[config.mk]
export PLATFORM = sky130hd
export DESIGN_NAME = imm_extend_unit
export DESIGN_NICKNAME = d
export VERILOG_FILES = /design/src/rtl/imm_extend_unit.sv
export SDC_FILE = /design/constraint.sdc
export NUM_CORES = 1
export LEC_CHECK = 0
export CORE_ASPECT_RATIO = 0.75
export CORE_UTILIZATION = 57
export CTS_CLUSTER_DIAMETER = 100
export DETAILED_ROUTE_END_ITERATION = 8
export GPL_ROUTABILITY_DRIVEN = 0
export MAX_ROUTING_LAYER = met4
export PLACE_DENSITY = 0.84
export SETUP_SLACK_MARGIN = 0.2
export SYNTH_ARGS = -nofsm -noshare
export SYNTH_HDL_FRONTEND = slang
export SYNTH_SLANG_ARGS = --single-unit
[constraint.sdc]
create_clock -name Clk -period 3 [get_ports Clk]
set_input_delay 0.75 -clock Clk [delete_from_list [all_inputs] [get_ports Clk]]
set_output_delay 0.75 -clock Clk [all_outputs]
set_load 0.03 [all_outputs]
[src/rtl/imm_extend_unit.sv]
// Pipelined immediate extender: zero/sign/upper/branch-offset extension with a
// registered in_ready and a two-entry (main + skid) output buffer.
module imm_extend_unit #(
    parameter int unsigned IN_W  = 16,
    parameter int unsigned OUT_W = 32,
    parameter int unsigned TAG_W = 5
) (
    input  logic             Clk,
    input  logic             Rst_n,
    input  logic             in_valid,
    output logic             in_ready,
    input  logic [IN_W-1:0]  in_imm,
    input  logic [1:0]       in_mode,
    input  logic [TAG_W-1:0] in_tag,
    output logic             out_valid,
    input  logic             out_ready,
    output logic [OUT_W-1:0] out_data,
    output logic [TAG_W-1:0] out_tag
);

    // Encoding is {skid_full, main_full}.
    typedef enum logic [1:0] {
        StEmpty = 2'b00,
        StOne   = 2'b01,
        StFull  = 2'b11
    } state_e;

    state_e             state_q, state_d;
    logic               in_ready_q, in_ready_d;
    logic [OUT_W-1:0]   main_data_q, main_data_d, skid_data_q, skid_data_d;
    logic [TAG_W-1:0]   main_tag_q, main_tag_d, skid_tag_q, skid_tag_d;
    logic [OUT_W-1:0]   zext, sext, ext;
    logic               accept, drain;

    assign zext = OUT_W'(in_imm);
    assign sext = OUT_W'($signed(in_imm));

    always_comb begin
        ext = zext;
        unique case (in_mode)
            2'd0: ext = zext;
            2'd1: ext = sext;
            2'd2: ext = zext << (OUT_W - IN_W);
            2'd3: ext = sext << 2;
            default: ext = zext;
        endcase
    end

    assign out_valid = (state_q != StEmpty);
    assign out_data  = main_data_q;
    assign out_tag   = main_tag_q;
    assign in_ready  = in_ready_q;
    assign accept    = in_valid & in_ready_q;
    assign drain     = out_valid & out_ready;

    always_comb begin
        state_d     = state_q;
        main_data_d = main_data_q;
        main_tag_d  = main_tag_q;
        skid_data_d = skid_data_q;
        skid_tag_d  = skid_tag_q;
        unique case (state_q)
            StEmpty: begin
                if (accept) begin
                    main_data_d = ext;
                    main_tag_d  = in_tag;
                    state_d     = StOne;
                end
            end
            StOne: begin
                if (accept && drain) begin
                    main_data_d = ext;
                    main_tag_d  = in_tag;
                end else if (accept) begin
                    skid_data_d = ext;
                    skid_tag_d  = in_tag;
                    state_d     = StFull;
                end else if (drain) begin
                    state_d = StEmpty;
                end
            end
            StFull: begin
                // in_ready is low here, so only a drain can happen.
                if (drain) begin
                    main_data_d = skid_data_q;
                    main_tag_d  = skid_tag_q;
                    skid_data_d = '0;
                    skid_tag_d  = '0;
                    state_d     = StOne;
                end
            end
            default: state_d = StEmpty;
        endcase
        in_ready_d = (state_d != StFull);
    end

    always_ff @(posedge Clk or negedge Rst_n) begin
        if (!Rst_n) begin
            state_q     <= StEmpty;
            in_ready_q  <= 1'b1;
            main_data_q <= '0;
            main_tag_q  <= '0;
            skid_data_q <= '0;
            skid_tag_q  <= '0;
        end else begin
            state_q     <= state_d;
            in_ready_q  <= in_ready_d;
            main_data_q <= main_data_d;
            main_tag_q  <= main_tag_d;
            skid_data_q <= skid_data_d;
            skid_tag_q  <= skid_tag_d;
        end
    end

endmodule

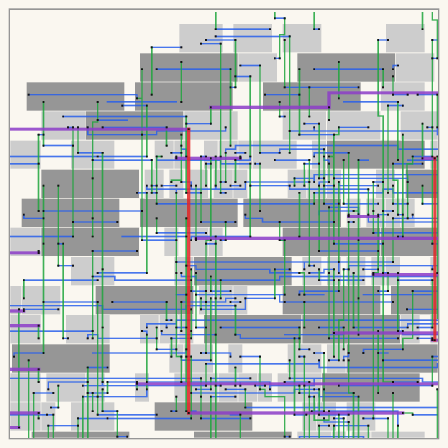
Run 1: layout detail
Window x 4 to 44, y 32 to 72 um. Cells in grey, sequential cells in the stronger grey; small squares are vias.
legend:
  blue:
    layer: met1
  purple:
    layer: met3
  green:
    layer: met2
  red:
    layer: met4
sequential cells in the window: 23
cells with their middle in the window: 98
most frequent: dfrtp_1 (23), o21ai_0 (21), nand2_1 (20)
netlist names of flops here include: out_data (12), skid_data_q (10)

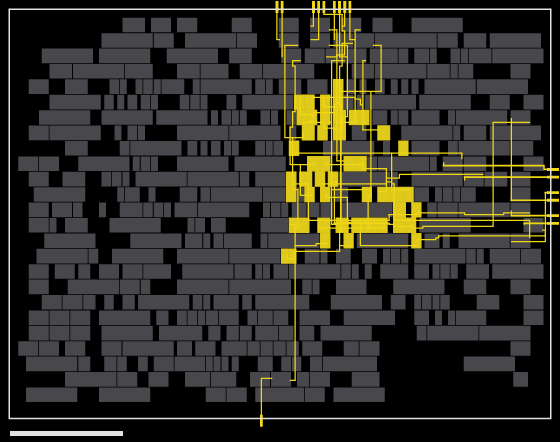
Run 1: port wiring
Scale bar: 20 um.
legend:
  yellow:
    port: in_imm
    bits: 16
    direction: input
    end_cells: 47
    buffers: 16
    wire: 809 um

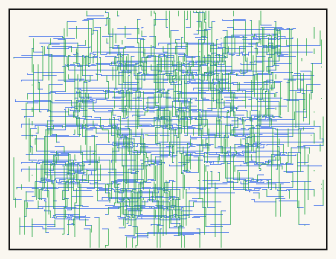
Run 1: routed metal, one colour a layer
Two of the layers only.
legend:
  green:
    layer: met2
    wire_length: 3950 um
  blue:
    layer: met1
    wire_length: 3940 um

==> results.toml, run 1 <==
# yosys + openroad results
[run_status]
status = "finished clean"

[synth]
area_leaders = "dfrtp_1 (51%), mux2_1 (7.0%), o21ai_0 (6.3%)"
top_cell_area_share = 0.5104
ys_types = 35
yosysWarnings = 0
ys_seq_elements = 77
ys_seq_frac = 0.5175
edf_count = 0
ys_sh_adder = 0.01343
ys_cells = 366
mux_area_frac = 0.1145
synth.avg_cell_area_um2 = 10.18
most_common_cell = "dfrtp_1"
synthTopCellsByCount = "dfrtp_1 (76), nand2_1 (62), o21ai_0 (47), a21oi_1 (39), mux2_1 (23)"
syn_inst = 366

[final_layout]
register_area_um2 = 1928
bufAreaShareNonClock = 0.1546
area_growth_syn_to_layout_pct = 24.65
comb_area_um2 = 1660
fin_util = 0.7351
inv_count = 6
mostFrequentLayoutCells = "dfrtp_1 (76), clkdlybuf4s50_1 (63), nand2_1 (62)"
drive_gt1_frac = 0.08645
comb_area_frac = 0.3575
fill_cells = 448
fin_cells = 509
clock_area_frac = 0.04607
seq-cell-share = 0.4151
buffers = 74
nFlopsAndLatches = 77

[die]
die_width_um = 95.36
n_tap_cell = 81
core_um2 = 6319
dieHeight_um = 72.02
rows = 25
io_pins = 66
dieArea_um2 = 6868

[worst_setup_path]
path_delay_family = "buffers and inverters"
r2r.worst_path.cells = 6
critPathMaxFanout = 5
critical-path-slowest-cell = "clkdlybuf4s50_1"
worstReg2RegStart = "state_q[0]"
reg2reg_slack_ps = 740
cp_cell_sequence = "clkdlybuf4s50_1"
cp.depth = 1

[final_timing]
skew_ps = 9.814
finalSetupViolCount = 0
period_used_share = 0.7905
hold_violations = 0
period_minus_slack_ps = 2372
slew_violations = 0
rsz0062_at_grt = "false"
slew-limit-headroom = 0.3686
hold_ws_ps = 482.2
max_freq_ghz = 0.4216

[placement]
portBuffers = 65
dpl_cell_area_um2 = 4428
dp_slack_ps = 287.9

[clock_network]
post_cts_buffers = 0
cts.clk_slew.worst_paths_ps = 70
cts_resized = 0
cts_sinks = 77
insertion_delay_ps = 350
cts_max_path_buffers = 2

[power_and_ir_drop]
clock_power_share = 0.158
pg_comb_mw = 2.71
p_switching_mw = 2.208
pg_clk_mw = 0.859
pwr-share-seq = 0.344
swShare = 0.4055
vdd_ir_drop_max_v = 0.0007078
power_leader = "combinational cells"
powerDensity_nw_per_um2 = 1172
p_total_mw = 5.443
p_leak_nw = 1.957

[global_routing]
grt_pass1_vias = 2798
busiest_layer = "met2"
globalRouteMet3Util = 0.05241
globalRouteOverflowTotal = 0
use_met2 = 0.4095

[route]
met3_length_um = 488
vias_per_cell = 5.774
ant_nets = 0
wl_met1_um = 3944
dr_total_vias = 2939
drcViolationCount = 0

[min_path]
holdPathStages = 2
hold_start = "skid_data_q[9]"

[flow_run]
maxCapViolCount = 0
warnings = 29
Run 1, the clock network:
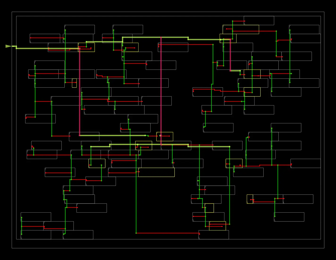

==> run 1 -> run 2 <==
--- a/config.mk
+++ b/config.mk
@@ -6,12 +6,12 @@
 export NUM_CORES = 1
 export LEC_CHECK = 0
 export CORE_ASPECT_RATIO = 0.75
-export CORE_UTILIZATION = 57
+export CORE_UTILIZATION = 53
 export CTS_CLUSTER_DIAMETER = 100
 export DETAILED_ROUTE_END_ITERATION = 8
 export GPL_ROUTABILITY_DRIVEN = 0
 export MAX_ROUTING_LAYER = met4
-export PLACE_DENSITY = 0.84
+export PLACE_DENSITY = 0.79
 export SETUP_SLACK_MARGIN = 0.2
 export SYNTH_ARGS = -nofsm -noshare
 export SYNTH_HDL_FRONTEND = slang
==> constraint.sdc (replaced) <==
create_clock -name Clk -period 2.4 [get_ports Clk]
set_input_delay 0.6 -clock Clk [delete_from_list [all_inputs] [get_ports Clk]]
set_output_delay 0.6 -clock Clk [all_outputs]
set_load 0.03 [all_outputs]
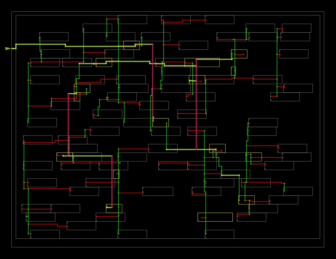
Run 2: the clock network
Clock buffer cells: 12
Skew-Pair Late Insertion Delay: 360 ps
Inserted Clock Buffers: 9

==> results.toml, run 2 <==
# yosys + openroad results
[synth]
edf_count = 0
syn_inst = 366
synthTopCellsByCount = "dfrtp_1 (76), nand2_1 (62), o21ai_0 (47), a21oi_1 (39), mux2_1 (23)"
top_cell_area_share = 0.5104
ys_types = 35
ys_seq_elements = 77
mux_area_frac = 0.1145
synth.avg_cell_area_um2 = 10.18
ys_cells = 366

[die]
dieHeight_um = 74.62
rows = 26
die_width_um = 98.82
dieArea_um2 = 7373
core_um2 = 6799
n_tap_cell = 84

[final_timing]
skew_ps = 4.156
period_minus_slack_ps = 2051
slew_violations = 0
hold_violations = 0
finalSetupViolCount = 0
rsz0062_at_grt = "false"
slew-limit-headroom = 0.6029

[route]
drcViolationCount = 0
met3_length_um = 601
wl_met1_um = 4085
vias_per_cell = 5.743

[final_layout]
buffers = 82
nFlopsAndLatches = 77
seq-cell-share = 0.4027
comb_area_frac = 0.3499
area_growth_syn_to_layout_pct = 28.51
fin_cells = 521
inv_count = 6
comb_area_um2 = 1675
mostFrequentLayoutCells = "dfrtp_1 (76), nand2_1 (62), clkdlybuf4s50_1 (62)"
bufAreaShareNonClock = 0.1738
drive_gt1_frac = 0.1121

[clock_network]
cts.clk_slew.worst_paths_ps = 80
cts_resized = 4
cts_sinks = 77

[power_and_ir_drop]
pg_clk_mw = 1.12
vdd_ir_drop_max_v = 0.0007993
powerDensity_nw_per_um2 = 1474
p_total_mw = 7.059
pg_comb_mw = 3.62
clock_power_share = 0.158
power_leader = "combinational cells"

[run_status]
status = "finished clean"

[placement]
portBuffers = 65
dp_slack_ps = -147.8
dpl_cell_area_um2 = 4554

[worst_setup_path]
worstReg2RegStart = "state_q[1]"
r2r.worst_path.cells = 6
cp.depth = 7
path_delay_family = "buffers and inverters"
critical-path-slowest-cell = "clkdlybuf4s50_1"
critPathMaxFanout = 37

[global_routing]
use_met2 = 0.4056
busiest_layer = "met2"
globalRouteMet3Util = 0.06035
globalRouteOverflowTotal = 0
grt_pass1_vias = 2794

[flow_run]
maxCapViolCount = 0
warnings = 30
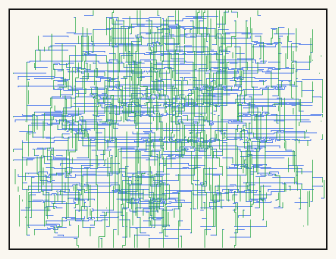
Run 2: routed metal, one colour a layer
Two of the layers only.
wire per inst: 17.33 um
total track usage: 0.2647
vias post-DR: 2992
routed wire length: 9031 um

Run 2, layout detail:
Window x 5 to 45, y 35 to 75 um. Cells in grey, sequential cells in the stronger grey; small squares are vias.
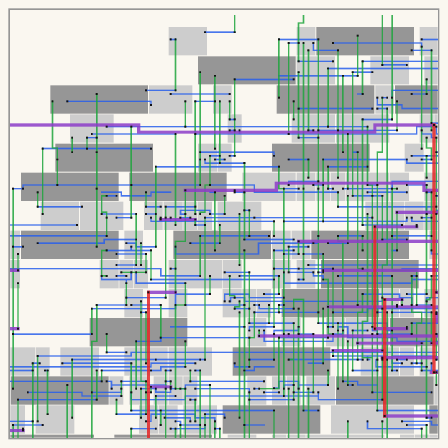

==> run 2 -> run 3 <==
--- a/config.mk
+++ b/config.mk
@@ -10,6 +10,7 @@
 export CTS_CLUSTER_DIAMETER = 100
 export DETAILED_ROUTE_END_ITERATION = 8
 export GPL_ROUTABILITY_DRIVEN = 0
+export GPL_TIMING_DRIVEN = 0
 export MAX_ROUTING_LAYER = met4
 export PLACE_DENSITY = 0.79
 export SETUP_SLACK_MARGIN = 0.2
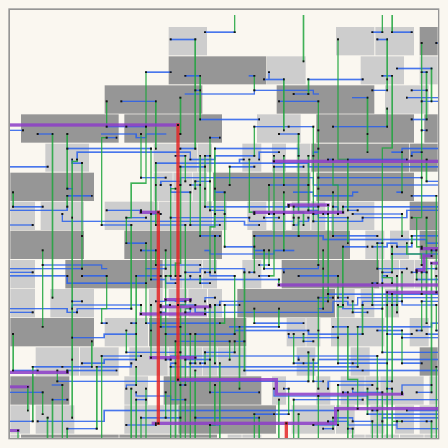
Run 3: layout detail
Window x 5 to 45, y 35 to 75 um. Cells in grey, sequential cells in the stronger grey; small squares are vias.

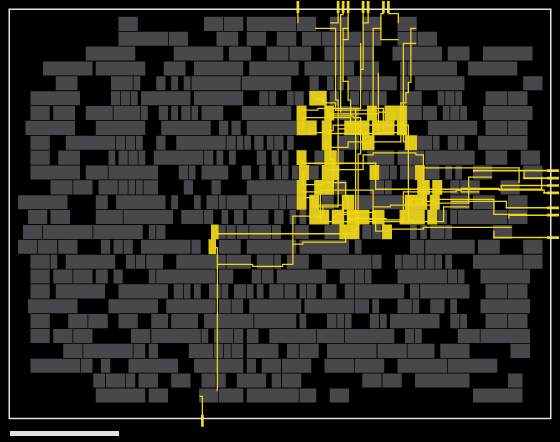
Run 3: port wiring
Scale bar: 20 um.
legend:
  yellow:
    port: in_imm
    bits: 16
    direction: input
    end_cells: 47
    buffers: 16
    wire: 882 um

==> results.toml, run 3 <==
# yosys + openroad results
[global_routing]
globalRouteOverflowTotal = 0
grt_pass1_vias = 2907

[route]
drcViolationCount = 0
wl_met1_um = 4189
vias_per_cell = 5.820
met3_length_um = 545
wire_per_inst_um = 16.97
dr_total_vias = 3108

[worst_setup_path]
r2r.worst_path.cells = 7
critPathMaxFanout = 10
cp.depth = 7
reg2reg_slack_ps = 280
cp_cell_sequence = "inv_1 > ha_4 > nand4b_4 > a221oi_4 > nand2_4 > buf_6 > mux2_1"
path_delay_family = "AND-OR/OR-AND gates"

[run_status]
status = "finished clean"

[final_layout]
comb_area_frac = 0.3538
drive_gt1_frac = 0.1200
seq-cell-share = 0.4045
nFlopsAndLatches = 77
bufAreaShareNonClock = 0.1730
fill_cells = 542
nClkBuffers = 11
mostFrequentLayoutCells = "dfrtp_1 (76), nand2_1 (62), clkdlybuf4s50_1 (60)"
inv_count = 6
fin_util = 0.7011
comb_area_um2 = 1687
buffers = 95

[clock_network]
cts.clk_slew.worst_paths_ps = 80
cts_max_path_buffers = 2
insertion_delay_ps = 350
post_cts_buffers = 0
cts_made_buffers = 9
cts_sinks = 77
cts_resized = 5

[power_and_ir_drop]
pg_clk_mw = 1.00
p_switching_mw = 2.869
powerDensity_nw_per_um2 = 1462
swShare = 0.4118
power_leader = "combinational cells"
pg_comb_mw = 3.66

[die]
n_tap_cell = 84
core_um2 = 6799
io_pins = 66
dieArea_um2 = 7373
die_width_um = 98.82
dieHeight_um = 74.62

[synth]
synth.avg_cell_area_um2 = 10.18
ys_sh_adder = 0.01343
ys_seq_elements = 77
area_leaders = "dfrtp_1 (51%), mux2_1 (7.0%), o21ai_0 (6.3%)"
ys_seq_frac = 0.5175
ys_types = 35
syn_inst = 366
mux_area_frac = 0.1145

[final_timing]
slew_violations = 0
period_used_share = 0.8851
max_freq_ghz = 0.4708
hold_violations = 0
rsz0062_at_grt = "true"
skew_ps = 5.138
period_minus_slack_ps = 2124

[placement]
dp_slack_ps = -321.7
dpl_cell_area_um2 = 4497
portBuffers = 64

[flow_run]
maxCapViolCount = 0

## Gallery

Where the registers sit.
Scale bar: 20 um.
Plate I
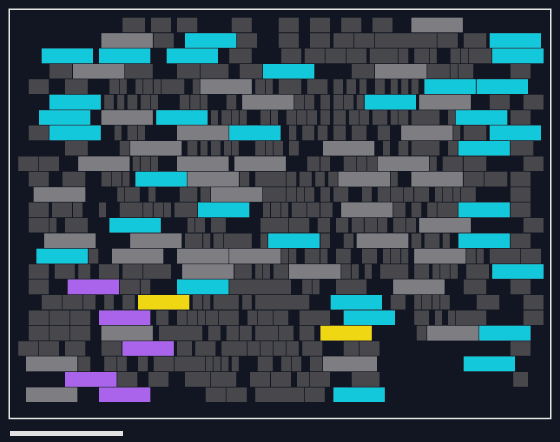
Plate II
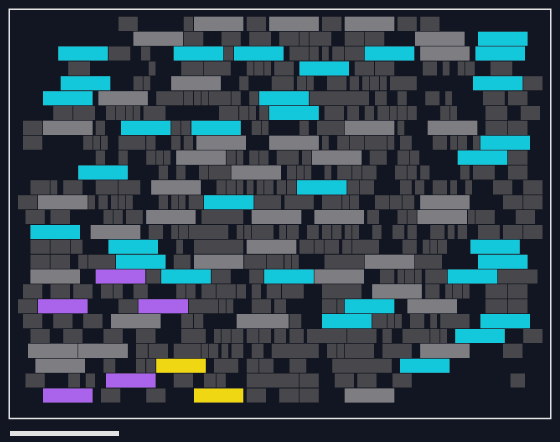
Plate III
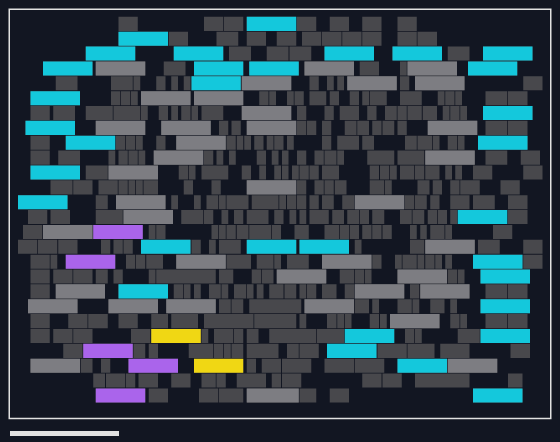
Plate II -> run 2
Plate III -> run 3
Plate I -> run 1

Key to Plate II:
legend:
  purple:
    signal: out_tag
    sequential_cells: 5
    where: lower left
  yellow:
    signal: state_q
    sequential_cells: 2
  cyan:
    signal: out_data
    sequential_cells: 32
    where: widely spread
not coloured: 38

Power and IR drop assume default switching activity.
